File: config.mk
export PLATFORM = sky130hd
export DESIGN_NAME = pipe_stage_reg_flat
export DESIGN_NICKNAME = d
export VERILOG_FILES = /design/src/rtl/pipe_stage_reg_if.sv /design/src/rtl/pipe_stage_reg.sv /design/src/flat_wrapper.sv
export SDC_FILE = /design/constraint.sdc
export NUM_CORES = 1
export LEC_CHECK = 0
export CAP_MARGIN = 20
export CORE_AREA = 2 2 122 124
export CTS_CLUSTER_DIAMETER = 60
export DETAILED_ROUTE_END_ITERATION = 8
export DIE_AREA = 0 0 124 126
export GPL_TIMING_DRIVEN = 0
export HOLD_SLACK_MARGIN = 0.05
export PLACE_DENSITY_LB_ADDON = 0.1
export SYNTH_ARGS = -nofsm -noshare
export SYNTH_HDL_FRONTEND = slang
export SYNTH_SLANG_ARGS = --single-unit
File: constraint.sdc
create_clock -name clk -period 1.8 [get_ports clk]
set_input_delay 0.45 -clock clk [delete_from_list [all_inputs] [get_ports clk]]
set_output_delay 0.45 -clock clk [all_outputs]
set_load 0.005 [all_outputs]
File: src/rtl/pipe_stage_reg_if.sv
// ----------------------------------------------------------------------------
// pipe_stage_reg_if
// Bundle between an upstream pipeline stage, one inter-stage register and the
// hazard unit.
//   stall, flush          stage control from the hazard unit
//   in_*                  upstream slot contents (valid, pc, instr, result,
//                         store data, destination register, Tnew)
//   out_*                 registered copies presented to the next stage
//   fw_addr/value/ready   this stage's forwarding tap
// Modports:
//   master  upstream / hazard-unit side (drives in_* and controls)
//   slave   the stage register itself (drives out_* and fw_*)
// ----------------------------------------------------------------------------
interface pipe_stage_reg_if #(
    parameter int DATA_W = 32,
    parameter int REG_AW = 5,
    parameter int TNEW_W = 2
);
    logic              stall;
    logic              flush;
    logic              in_valid;
    logic [DATA_W-1:0] in_pc;
    logic [DATA_W-1:0] in_instr;
    logic [DATA_W-1:0] in_result;
    logic [DATA_W-1:0] in_st_data;
    logic [REG_AW-1:0] in_wa;
    logic [TNEW_W-1:0] in_tnew;

    logic              out_valid;
    logic [DATA_W-1:0] out_pc;
    logic [DATA_W-1:0] out_instr;
    logic [DATA_W-1:0] out_result;
    logic [DATA_W-1:0] out_st_data;
    logic [REG_AW-1:0] out_wa;
    logic [TNEW_W-1:0] out_tnew;

    logic [REG_AW-1:0] fw_addr;
    logic [DATA_W-1:0] fw_value;
    logic              fw_ready;

    modport master (
        output stall, flush, in_valid, in_pc, in_instr, in_result,
               in_st_data, in_wa, in_tnew,
        input  out_valid, out_pc, out_instr, out_result, out_st_data,
               out_wa, out_tnew, fw_addr, fw_value, fw_ready
    );

    modport slave (
        input  stall, flush, in_valid, in_pc, in_instr, in_result,
               in_st_data, in_wa, in_tnew,
        output out_valid, out_pc, out_instr, out_result, out_st_data,
               out_wa, out_tnew, fw_addr, fw_value, fw_ready
    );
endinterface

File: src/rtl/pipe_stage_reg.sv
// ----------------------------------------------------------------------------
// pipe_stage_reg
// Inter-stage pipeline register (ID/EX, EX/MEM, MEM/WB) for the 5-stage MIPS
// core. Carries PC, instruction, result, store data, destination register and
// Tnew; supports stall (hold), flush (bubble) and a valid bit, decrements Tnew
// once per stage and drives the stage's forwarding tap.
// Ports:
//   clk    rising-edge clock
//   reset  synchronous, active-high
//   bus    pipe_stage_reg_if.slave (controls, in_*, out_*, fw_*)
// Optional feature macro: PIPE_STAGE_STATS_EN
//   adds stall_cycles / bubble_cycles saturating 32-bit counters.
// Edge priority: reset > flush > stall > load.
// ----------------------------------------------------------------------------
module pipe_stage_reg #(
    parameter int                DATA_W   = 32,
    parameter int                REG_AW   = 5,
    parameter int                TNEW_W   = 2,
    parameter logic [DATA_W-1:0] RESET_PC = DATA_W'(32'h0000_3000)
) (
    input  logic              clk,
    input  logic              reset,
    pipe_stage_reg_if.slave   bus
`ifdef PIPE_STAGE_STATS_EN
    ,
    output logic [31:0]       stall_cycles,
    output logic [31:0]       bubble_cycles
`endif
);

    logic              r_valid;
    logic [DATA_W-1:0] r_pc;
    logic [DATA_W-1:0] r_instr;
    logic [DATA_W-1:0] r_result;
    logic [DATA_W-1:0] r_st_data;
    logic [REG_AW-1:0] r_wa;
    logic [TNEW_W-1:0] r_tnew;

    // Tnew saturates at zero: a result already available stays available.
    logic [TNEW_W-1:0] w_tnew_dec;
    assign w_tnew_dec = (bus.in_tnew == '0) ? '0 : bus.in_tnew - TNEW_W'(1);

    always_ff @(posedge clk) begin
        if (reset || bus.flush) begin
            r_valid   <= 1'b0;
            r_pc      <= RESET_PC;
            r_instr   <= '0;
            r_result  <= '0;
            r_st_data <= '0;
            r_wa      <= '0;
            r_tnew    <= '0;
        end else if (!bus.stall) begin
            r_valid   <= bus.in_valid;
            r_pc      <= bus.in_pc;
            r_instr   <= bus.in_instr;
            r_result  <= bus.in_result;
            r_st_data <= bus.in_st_data;
            // An empty slot must never advertise a producer.
            r_wa      <= bus.in_valid ? bus.in_wa : '0;
            r_tnew    <= bus.in_valid ? w_tnew_dec : '0;
        end
    end

`ifdef PIPE_STAGE_STATS_EN
    logic [31:0] r_stall_cycles;
    logic [31:0] r_bubble_cycles;
    logic        w_bubble_load;

    assign w_bubble_load = bus.flush || (!bus.stall && !bus.in_valid);

    always_ff @(posedge clk) begin
        if (reset) begin
            r_stall_cycles  <= '0;
            r_bubble_cycles <= '0;
        end else begin
            if (bus.stall && !bus.flush && r_stall_cycles != 32'hFFFF_FFFF)
                r_stall_cycles <= r_stall_cycles + 32'd1;
            if (w_bubble_load && r_bubble_cycles != 32'hFFFF_FFFF)
                r_bubble_cycles <= r_bubble_cycles + 32'd1;
        end
    end

    assign stall_cycles  = r_stall_cycles;
    assign bubble_cycles = r_bubble_cycles;
`endif

    assign bus.out_valid   = r_valid;
    assign bus.out_pc      = r_pc;
    assign bus.out_instr   = r_instr;
    assign bus.out_result  = r_result;
    assign bus.out_st_data = r_st_data;
    assign bus.out_wa      = r_wa;
    assign bus.out_tnew    = r_tnew;

    // $0 is never forwarded; fw_addr == 0 means "no producer here".
    assign bus.fw_addr  = r_valid ? r_wa : '0;
    assign bus.fw_value = r_result;
    assign bus.fw_ready = r_valid && (r_wa != '0) && (r_tnew == '0);

endmodule

File: src/flat_wrapper.sv
// flat-port wrapper written by rule: the top's interface ports become plain ports
module pipe_stage_reg_flat 
#(
    parameter int                DATA_W   = 32,
    parameter int                REG_AW   = 5,
    parameter int                TNEW_W   = 2,
    parameter logic [DATA_W-1:0] RESET_PC = DATA_W'(32'h0000_3000)
)
  (clk, reset, bus_stall, bus_flush, bus_in_valid, bus_in_pc, bus_in_instr, bus_in_result, bus_in_st_data, bus_in_wa, bus_in_tnew, bus_out_valid, bus_out_pc, bus_out_instr, bus_out_result, bus_out_st_data, bus_out_wa, bus_out_tnew, bus_fw_addr, bus_fw_value, bus_fw_ready);
  pipe_stage_reg_if #(.DATA_W(DATA_W), .REG_AW(REG_AW), .TNEW_W(TNEW_W)) bus_i ();
  input  logic clk;
  input  logic reset;
  input wire logic [$bits(bus_i.stall)-1:0] bus_stall;
  input wire logic [$bits(bus_i.flush)-1:0] bus_flush;
  input wire logic [$bits(bus_i.in_valid)-1:0] bus_in_valid;
  input wire logic [$bits(bus_i.in_pc)-1:0] bus_in_pc;
  input wire logic [$bits(bus_i.in_instr)-1:0] bus_in_instr;
  input wire logic [$bits(bus_i.in_result)-1:0] bus_in_result;
  input wire logic [$bits(bus_i.in_st_data)-1:0] bus_in_st_data;
  input wire logic [$bits(bus_i.in_wa)-1:0] bus_in_wa;
  input wire logic [$bits(bus_i.in_tnew)-1:0] bus_in_tnew;
  output wire logic [$bits(bus_i.out_valid)-1:0] bus_out_valid;
  output wire logic [$bits(bus_i.out_pc)-1:0] bus_out_pc;
  output wire logic [$bits(bus_i.out_instr)-1:0] bus_out_instr;
  output wire logic [$bits(bus_i.out_result)-1:0] bus_out_result;
  output wire logic [$bits(bus_i.out_st_data)-1:0] bus_out_st_data;
  output wire logic [$bits(bus_i.out_wa)-1:0] bus_out_wa;
  output wire logic [$bits(bus_i.out_tnew)-1:0] bus_out_tnew;
  output wire logic [$bits(bus_i.fw_addr)-1:0] bus_fw_addr;
  output wire logic [$bits(bus_i.fw_value)-1:0] bus_fw_value;
  output wire logic [$bits(bus_i.fw_ready)-1:0] bus_fw_ready;
  assign bus_i.stall = bus_stall;
  assign bus_i.flush = bus_flush;
  assign bus_i.in_valid = bus_in_valid;
  assign bus_i.in_pc = bus_in_pc;
  assign bus_i.in_instr = bus_in_instr;
  assign bus_i.in_result = bus_in_result;
  assign bus_i.in_st_data = bus_in_st_data;
  assign bus_i.in_wa = bus_in_wa;
  assign bus_i.in_tnew = bus_in_tnew;
  assign bus_out_valid = bus_i.out_valid;
  assign bus_out_pc = bus_i.out_pc;
  assign bus_out_instr = bus_i.out_instr;
  assign bus_out_result = bus_i.out_result;
  assign bus_out_st_data = bus_i.out_st_data;
  assign bus_out_wa = bus_i.out_wa;
  assign bus_out_tnew = bus_i.out_tnew;
  assign bus_fw_addr = bus_i.fw_addr;
  assign bus_fw_value = bus_i.fw_value;
  assign bus_fw_ready = bus_i.fw_ready;
  pipe_stage_reg #(.DATA_W(DATA_W), .REG_AW(REG_AW), .TNEW_W(TNEW_W), .RESET_PC(RESET_PC)) u_core (.clk(clk), .reset(reset), .bus(bus_i));
endmodule
==> run_1/logic_types.png <==
(2 px per um)
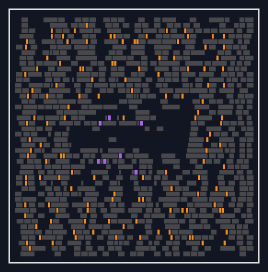
Key: orange = NOR gates [cells 129, most used nor2_1, where widely spread]; purple = inverting AOI/OAI gates [cells 7, most used a21oi_1, where middle]

==> run_1/wires.png <==
(4 px per um)
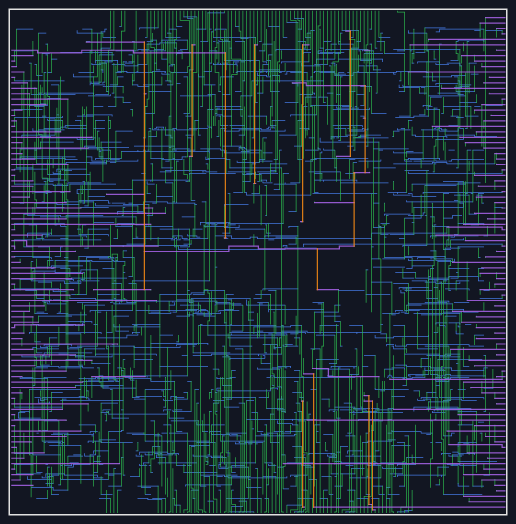
Key: blue = metal 1 [wire length 5510 um]; orange = metal 4 [wire length 411 um]; green = metal 2 [wire length 8220 um]; purple = metal 3 [wire length 1810 um]

==> run notes, run 1 <==
flow finished, numbers: CTS tree=done, post-synthesis cell area=5180 um2, final net count=between 900 and 1000, Final ANT Viol Nets=0, Nets at Floorplan=629, Initial Util=36.2%, Main logic family=multiplexers, final setup fails=1, CTS H-tree lvls=4, critical path fanouts, max=2, Post-Synthesis Cells=489, tool warnings=28, failing checks=negative setup slack, Rows=44, Worst-Margin Slew=about 460 ps, CTS root buf=clkbuf_16, FILL cells=1219, # IOs=between 300 and 400, Mapped Avg Cell Area=between 10 and 15 um2, Util after Layout=64.8%, Max Buffers Root-to-Sink=2, TNS Setup=-260 ps, Hold Slack=455 ps, dpl cells=984, Hold Path Depth=3, DR vias=~4600, static leakage=around 4.3 nW, ant diodes=0, Final period util=114%, crit-path cells=or4_4 > o211a_1 > buf_6, RSZ-0062 raised after global routing=true, die y size=126 um, YS chip area=5180 um2, 1st-pass router iterations=4, register share after synthesis=52.6%, most instantiated logic cell after routing=clkdlybuf4s50_1, Starting DRT DRC Count=117, Finished Layout Cells=1021, CP endpoint kind=primary output, largest net degree at the start of global routing=17, Synth Register Bits=136, Tot Pwr=8.00 mW, simple share=12.0%, Multiplexer share=between 20 and 25%, Slowest-stage cell, CP=or4_4, RR Startpoint=u_core.bus.out_valid, ao+oa area frac=0.870%, CP peak stage delay=510 ps, power per cell area=863 nW/um2, YS warnings=0, gr usage total=20.3%, Clock Latency Late Sink=roughly 410 ps, Core ar.=14300 um2, Critical Path AT=1610 ps, yosys cell count=roughly 490, global-route wire length before repair=23.9 mm, Pins Over Slew Limit=0, worst min path class=in2reg, delay-heaviest family, CP=simple AND/OR/NAND/NOR gates, clock sinks=136, I/O Buffers=just over 300, Congestion Overflow GR=0, max_cap viols=0, min-delay src=bus_stall, Setup CP Type=reg2out, GPL Wtd Cong=0.746, most numerous logic cells after layout=264 x clkdlybuf4s50_1, 129 x nor2_1, 129 x mux2i_1, 99 x dfxtp_1, 37 x buf_4, # DRC=0, share of layout cells above drive strength 1=about 16%, Die X=124 um, TritonCTS Buffers=17, Distinct lib cells used=17, DP HPWL=12.4 mm, Min Clock Period, post-route=2060 ps, total stage count of the critical path=3, crit path from=u_core.bus.out_wa[1], Final Skew=0 ps, startpoint types=flip-flop, Crit path required time=1350 ps, XOR/XNOR Area Share=0%, WP buf/inv=1, routed vias/inst=4.46, Max transition margin=69.6%, R2R depth=3, DR WL/cell=15.6 um, number of global-route vias before repair=4562, Final Hold Viols=0, fmax=0.485 GHz, initial antenna violation count=0, Clock Pin Slew Worst Setup and Hold Paths=roughly 50 ps, peak supply drop=about 0.55 mV, Adder Share, Synth=0%, die area=15600 um2, status=complete, but fails checks, final worst slack=-260 ps, Area growth syn-to-layout=79.2%, final wirelength=16.0 mm
==> run_1/power_grid.png <==
(3 px per um) Pins as bars on the die edge.
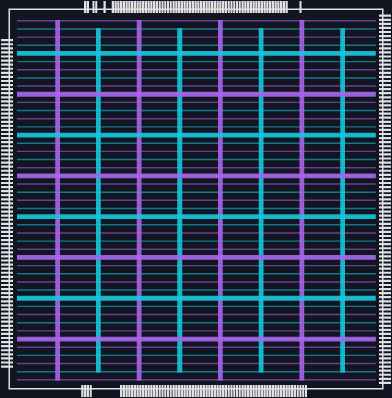
Key: purple = VSS; cyan = VDD
The core has 44 rows. 45 met1 rails follow the rows. 8 straps on met5.

==> run_1/clk_routes.png <==
(2 px per um)
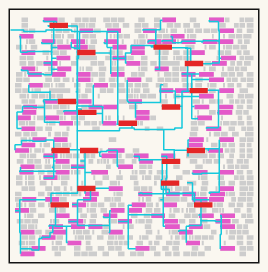
Key: magenta = flip-flops [count 136]; cyan = clock wires [length 1710 um]; red = clock drivers [count 17]
Position of the flops: widely spread.

-- run 1: cell families (layout without fill, tap and decap cells) --
group                  Yosys count  after routing
AND-OR/OR-AND                    8              8
multiplexers                   129            129
buffers and inverters           64            412
flip-flops                     136            136
AND/OR/NAND/NOR                152            152
-- run 1: path summary, 6_finish.rpt --
kind / end / slack (ps)
min reg2reg: u_core.bus.out_pc[12] / 480
max: bus_fw_ready / -260
min: u_core.bus.out_tnew[0] / 460
max reg2reg: u_core.bus.out_valid / 990
-- run 1: worst min-delay path: cells and delay by family --
kind,cells,cell delay [ps]
buffers and inverters,1,170
AND/OR/NAND/NOR,1,140
AND-OR/OR-AND,1,50
-- run 1: timing repair --
action | in CTS | in global routing
buffers inserted | 5 | 0
setup endpoints to repair | 45 | 19
pin swaps | 0 | 2
hold endpoints to repair | 0 | 0
gates resized | 78 | 19
hold buffers | 0 | 0
-- run 1: synthesized netlist by cell type --
master     instances  area [um2]
dfxtp_1          136        2720
mux2i_1          129        1290
nor2_1           129         484
buf_4             32         240
buf_6             17         191
nand2_1            9        33.8
a21oi_1            7        35.0
buf_2              7        35.0
clkbuf_1           7        26.3
and2_1             5        31.3
nand3b_1           5        37.5
buf_1              1        3.75
nand4b_1           1        8.76
nand4bb_1          1        11.3
o211a_1            1        10.0
or2_1              1        6.26
or4_1              1        7.51
-- run 1: where the power goes --
part           total (mW)  internal, mW  switching, mW
Combinational       0.986         0.657          0.328
Clock                3.85          2.57           1.28
Sequential           3.17          3.11         0.0577
Total                8.00          6.34           1.67
-- run 1: cell type report --
class / instances / area, um2 / share of cell area [%]
sequential: 136 / 2780 / 29.9
clock buffer: 21 / 470 / 5.07
tap: 184 / 230 / 2.48
multi-input combinational: 289 / 1960 / 21.1
timing repair buffer: 316 / 3150 / 33.9
clock inverter: 11 / 194 / 2.09
buffer: 64 / 497 / 5.36
-- run 1: sequential cells by signal, indices dropped and copies added, names as in the netlist --
signal,count
u_core.bus.fw_value,32
u_core.bus.out_pc,32
u_core.bus.out_tnew,2
u_core.bus.out_valid,1
u_core.bus.out_instr,32
u_core.bus.out_st_data,32
u_core.bus.out_wa,5
-- run 1: routing by layer --
metal | share of wire [%] | GRT usage [%] | vias to the layer above
met4 | 2.6 | 8.59 | 0
met1 | 35 | 19.5 | 2061
met2 | 52 | 36.8 | 207
met5 | 0 | 0 | -
li1 | - | - | 2251
met3 | 11 | 9.28 | 32
-- run 1: metrics by stage --
step | setup slack, ps | area, um2
after floorplan | 315 | 5180
after global placement | -237 | 8520
after detailed placement | -240 | 8520
after CTS | -265 | 9240
after global routing | -330 | 9280
final | -260 | 9280
==> run 1 -> run 2 <==
--- a/config.mk
+++ b/config.mk
@@ -13,6 +13,7 @@
 export GPL_TIMING_DRIVEN = 0
 export HOLD_SLACK_MARGIN = 0.05
 export PLACE_DENSITY_LB_ADDON = 0.1
+export REMOVE_ABC_BUFFERS = 1
 export SYNTH_ARGS = -nofsm -noshare
 export SYNTH_HDL_FRONTEND = slang
 export SYNTH_SLANG_ARGS = --single-unit
==> run_2/power_grid.png <==
(3 px per um) Pins as bars on the die edge.
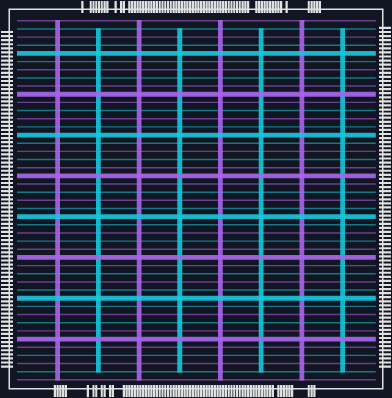
Key: purple = VSS; cyan = VDD
8 straps on met5. 45 met1 rails follow the rows. 314 signal pins sit on the boundary.

==> run_2/clk_routes.png <==
(2 px per um)
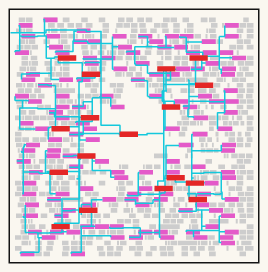
Key: cyan = clock wires [length 1770 um]; magenta = flip-flops [count 136]; red = clock drivers [count 17]
Position of the flops: widely spread.

==> run 2 against run 1 <==
Effect of this change:
- first-iteration DRC count increased by 59%
- routed wire length decreased by 8.2%
- highest routed layer unchanged
- count of clock-buffer cells in the layout down 2
- via count decreased by 4.5%
- flip-flop count unchanged
- sequential share of layout area rose by 1.1 points
- area after synthesis unchanged
- the run still ends with negative setup slack left
- critical path depth stayed put
- sequential power about the same
==> run notes, run 2 <==
flow finished, numbers: number of synthesized flops with an enable pin=0 (unchanged), register share after synthesis=52.6% (unchanged), top cells by area=dfxtp_1 53%, mux2i_1 25%, nor2_1 9.4%, buf_4 4.6%, buf_6 3.7%, Multiplexer share=24.9% (unchanged), Distinct lib cells used=17 (unchanged), tool warnings=27 (-3.6%), Setup CP Type=reg2out, Critical Path AT=1580 ps (-30 ps), CP peak stage delay=520 ps (about the same), status=complete, but fails checks, cell taking the most area after synthesis=dfxtp_1, Min Clock Period, post-route=2030 ps (-31.3 ps), startpoint types=flip-flop, WP buf/inv=1 (unchanged), Slowest-stage cell, CP=or4_4, Congestion Overflow GR=0 (unchanged), I/O Buffers=313 (+0.64%), static leakage=3.81 nW (-11%), die y size=126 um (unchanged), number of global-route vias before repair=4400 (-3.6%), Starting DRT DRC Count=186 (+59%), final wirelength=14.6 mm (-8.2%), crit-path cells=or4_4 > o211a_1 > buf_2, peak supply drop=0.491 mV (-11%), max_cap viols=0 (unchanged), Crit path required time=1350 ps (about the same), Synth Register Bits=136 (unchanged), power per cell area=893 nW/um2 (+3.5%), Pins Over Slew Limit=0 (unchanged), fmax=0.493 GHz (+1.5%), Max transition margin=56.2% (-13 points), Final period util=113% (-1.7 points), Area growth syn-to-layout=70.4%, failing checks=negative setup slack, Post-Synthesis Cells=489 (unchanged), die area=15600 um2 (unchanged), final setup fails=1 (unchanged), Max Buffers Root-to-Sink=2 (unchanged), Adder Share, Synth=0% (unchanged), count leader, synth=dfxtp_1, global-route wire length before repair=22.4 mm (-6.2%), ao+oa area frac=0.870% (unchanged), CTS H-tree lvls=4 (unchanged), 1st-pass router iterations=4 (unchanged), final net count=903 (-6.3%), Clock Latency Late Sink=410 ps (about the same), routed vias/inst=4.53 (+1.6%), simple share=12.0% (unchanged), clock sinks=136 (unchanged), most instantiated logic cell after routing=clkdlybuf4s50_1, CTS tree=done, delay-heaviest family, CP=simple AND/OR/NAND/NOR gates, Mapped Avg Cell Area=10.6 um2 (unchanged), Final Skew=0 ps (unchanged), dpl cells=925 (-6.0%), most frequent cells after synthesis=136 x dfxtp_1, 129 x mux2i_1, 129 x nor2_1, 32 x buf_4, 17 x buf_6, gr usage total=18.5% (-1.8 points), # DRC=0 (unchanged), critical path fanouts, max=2 (unchanged), Clock Pin Slew Worst Setup and Hold Paths=60 ps (about the same), YS warnings=0 (unchanged), Final ANT Viol Nets=0 (unchanged), largest net degree at the start of global routing=73 (+56), GPL Wtd Cong=0.738 (-1.1%), final worst slack=-229 ps (+31.3 ps), worst min path class=reg2reg, DR vias=4348 (-4.5%), yosys cell count=489 (unchanged), most numerous logic cells after layout=295 x clkdlybuf4s50_1, 129 x nor2_1, 129 x mux2i_1, 129 x dfxtp_1, 17 x clkbuf_16, Worst-Margin Slew=658 ps (+201 ps), YS chip area=5180 um2 (unchanged), CTS root buf=clkbuf_16, RSZ-0062 raised after global routing=true, Rows=44 (unchanged), Max-area cell share=52.6% (unchanged), Commonest flop=dfxtp_1, Finished Layout Cells=960 (-6.0%), initial antenna violation count=0 (unchanged), Core ar.=14300 um2 (unchanged), TritonCTS Buffers=17 (unchanged), DR WL/cell=15.2 um (-2.4%), Main logic family=multiplexers, post-synthesis cell area=5180 um2 (unchanged), CP endpoint kind=primary output, DP HPWL=10.7 mm (-14%), Async SR Flop Fraction=0% (unchanged), # IOs=314 (unchanged), Initial Util=36.2% (unchanged), Final Hold Viols=0 (unchanged), Die X=124 um (unchanged), XOR/XNOR Area Share=0% (unchanged), share of layout cells above drive strength 1=6.31% (-9.6 points), ant diodes=0 (unchanged), pre-CTS setup slack=-231 ps (+8.44 ps)
## run 2: cell count changes in the layout (fill, tap and decap cells not counted), sizes merged
cell | before | now
clkinv | 2 | 5
clkbuf | 30 | 19
dlymetal6s2s | 16 | 9
dlygate4sd2 | 28 | 7
clkinvlp | 4 | 3
buf | 63 | 8
clkdlybuf4s50 | 264 | 295
## run 2: cell type report
class                   count  area (um2)
clock buffers              19         443
clock inverters            13         201
fillers                  1185        5500
multi-input cells         289        1970
flip-flops and latches    136        2730
well taps                 184         230
repair buffers            319        3240
## run 2: cell families after synthesis
family,count (synthesis)
multiplexers,129
AND/OR/NAND/NOR,152
buffers and inverters,64
flip-flops,136
AND-OR/OR-AND,8
## run 2: routing by layer
metal	GRT usage [%]	share of wire, %
met5	0	0
met4	6.68	1.6
met3	9.47	12
met2	33.4	51
met1	17.9	35
## run 2: repair_timing
item,CTS,global route
gates resized,19,11
pin swaps,1,0
hold endpoints to repair,0,0
hold buffers,0,0
setup endpoints to repair,7,13
gates cloned,0,0
setup buffers,3,0
## run 2: report_power, final
group	switching (mW)	internal [mW]	total (mW)
clock network	1.29	2.49	3.78
registers	0.0555	3.11	3.16
logic	0.311	0.621	0.932
## run 2: worst register-to-register path, stage by stage, from the launching register on
cell	delay (ps)
dfxtp_4	360
buf_4	140
mux2i_1	130
nor2_1	50
## run 2: worst paths after layout
path                          start                     end  slack [ps]  cells after the start
max            u_core.bus.out_wa[3]            bus_fw_ready        -230                      3
min          u_core.bus.out_tnew[1]  u_core.bus.out_tnew[1]         480                      2
max reg2reg    u_core.bus.out_valid    u_core.bus.out_valid        1010                      3
min reg2reg  u_core.bus.out_tnew[1]  u_core.bus.out_tnew[1]         480                      2
## run 2: stage by stage
stage / total power [mW] / hold slack [ps] / cell area (um2) / TNS, ps / utilization [%]
after floorplan: 3.48 / 468 / 4680 / -148450 / -
after global placement: 4.26 / 468 / 8040 / -753800 / 56.2
after global routing: 8.19 / 510 / 8820 / -286 / 61.6
after detailed placement: 4.17 / 481 / 8130 / -12190 / 56.8
final: 7.87 / 484 / 8820 / -229 / 61.6
after CTS: 7.97 / 490 / 8790 / -258 / 61.4
No activity file was given, so power comes from the tool's default toggle rates.
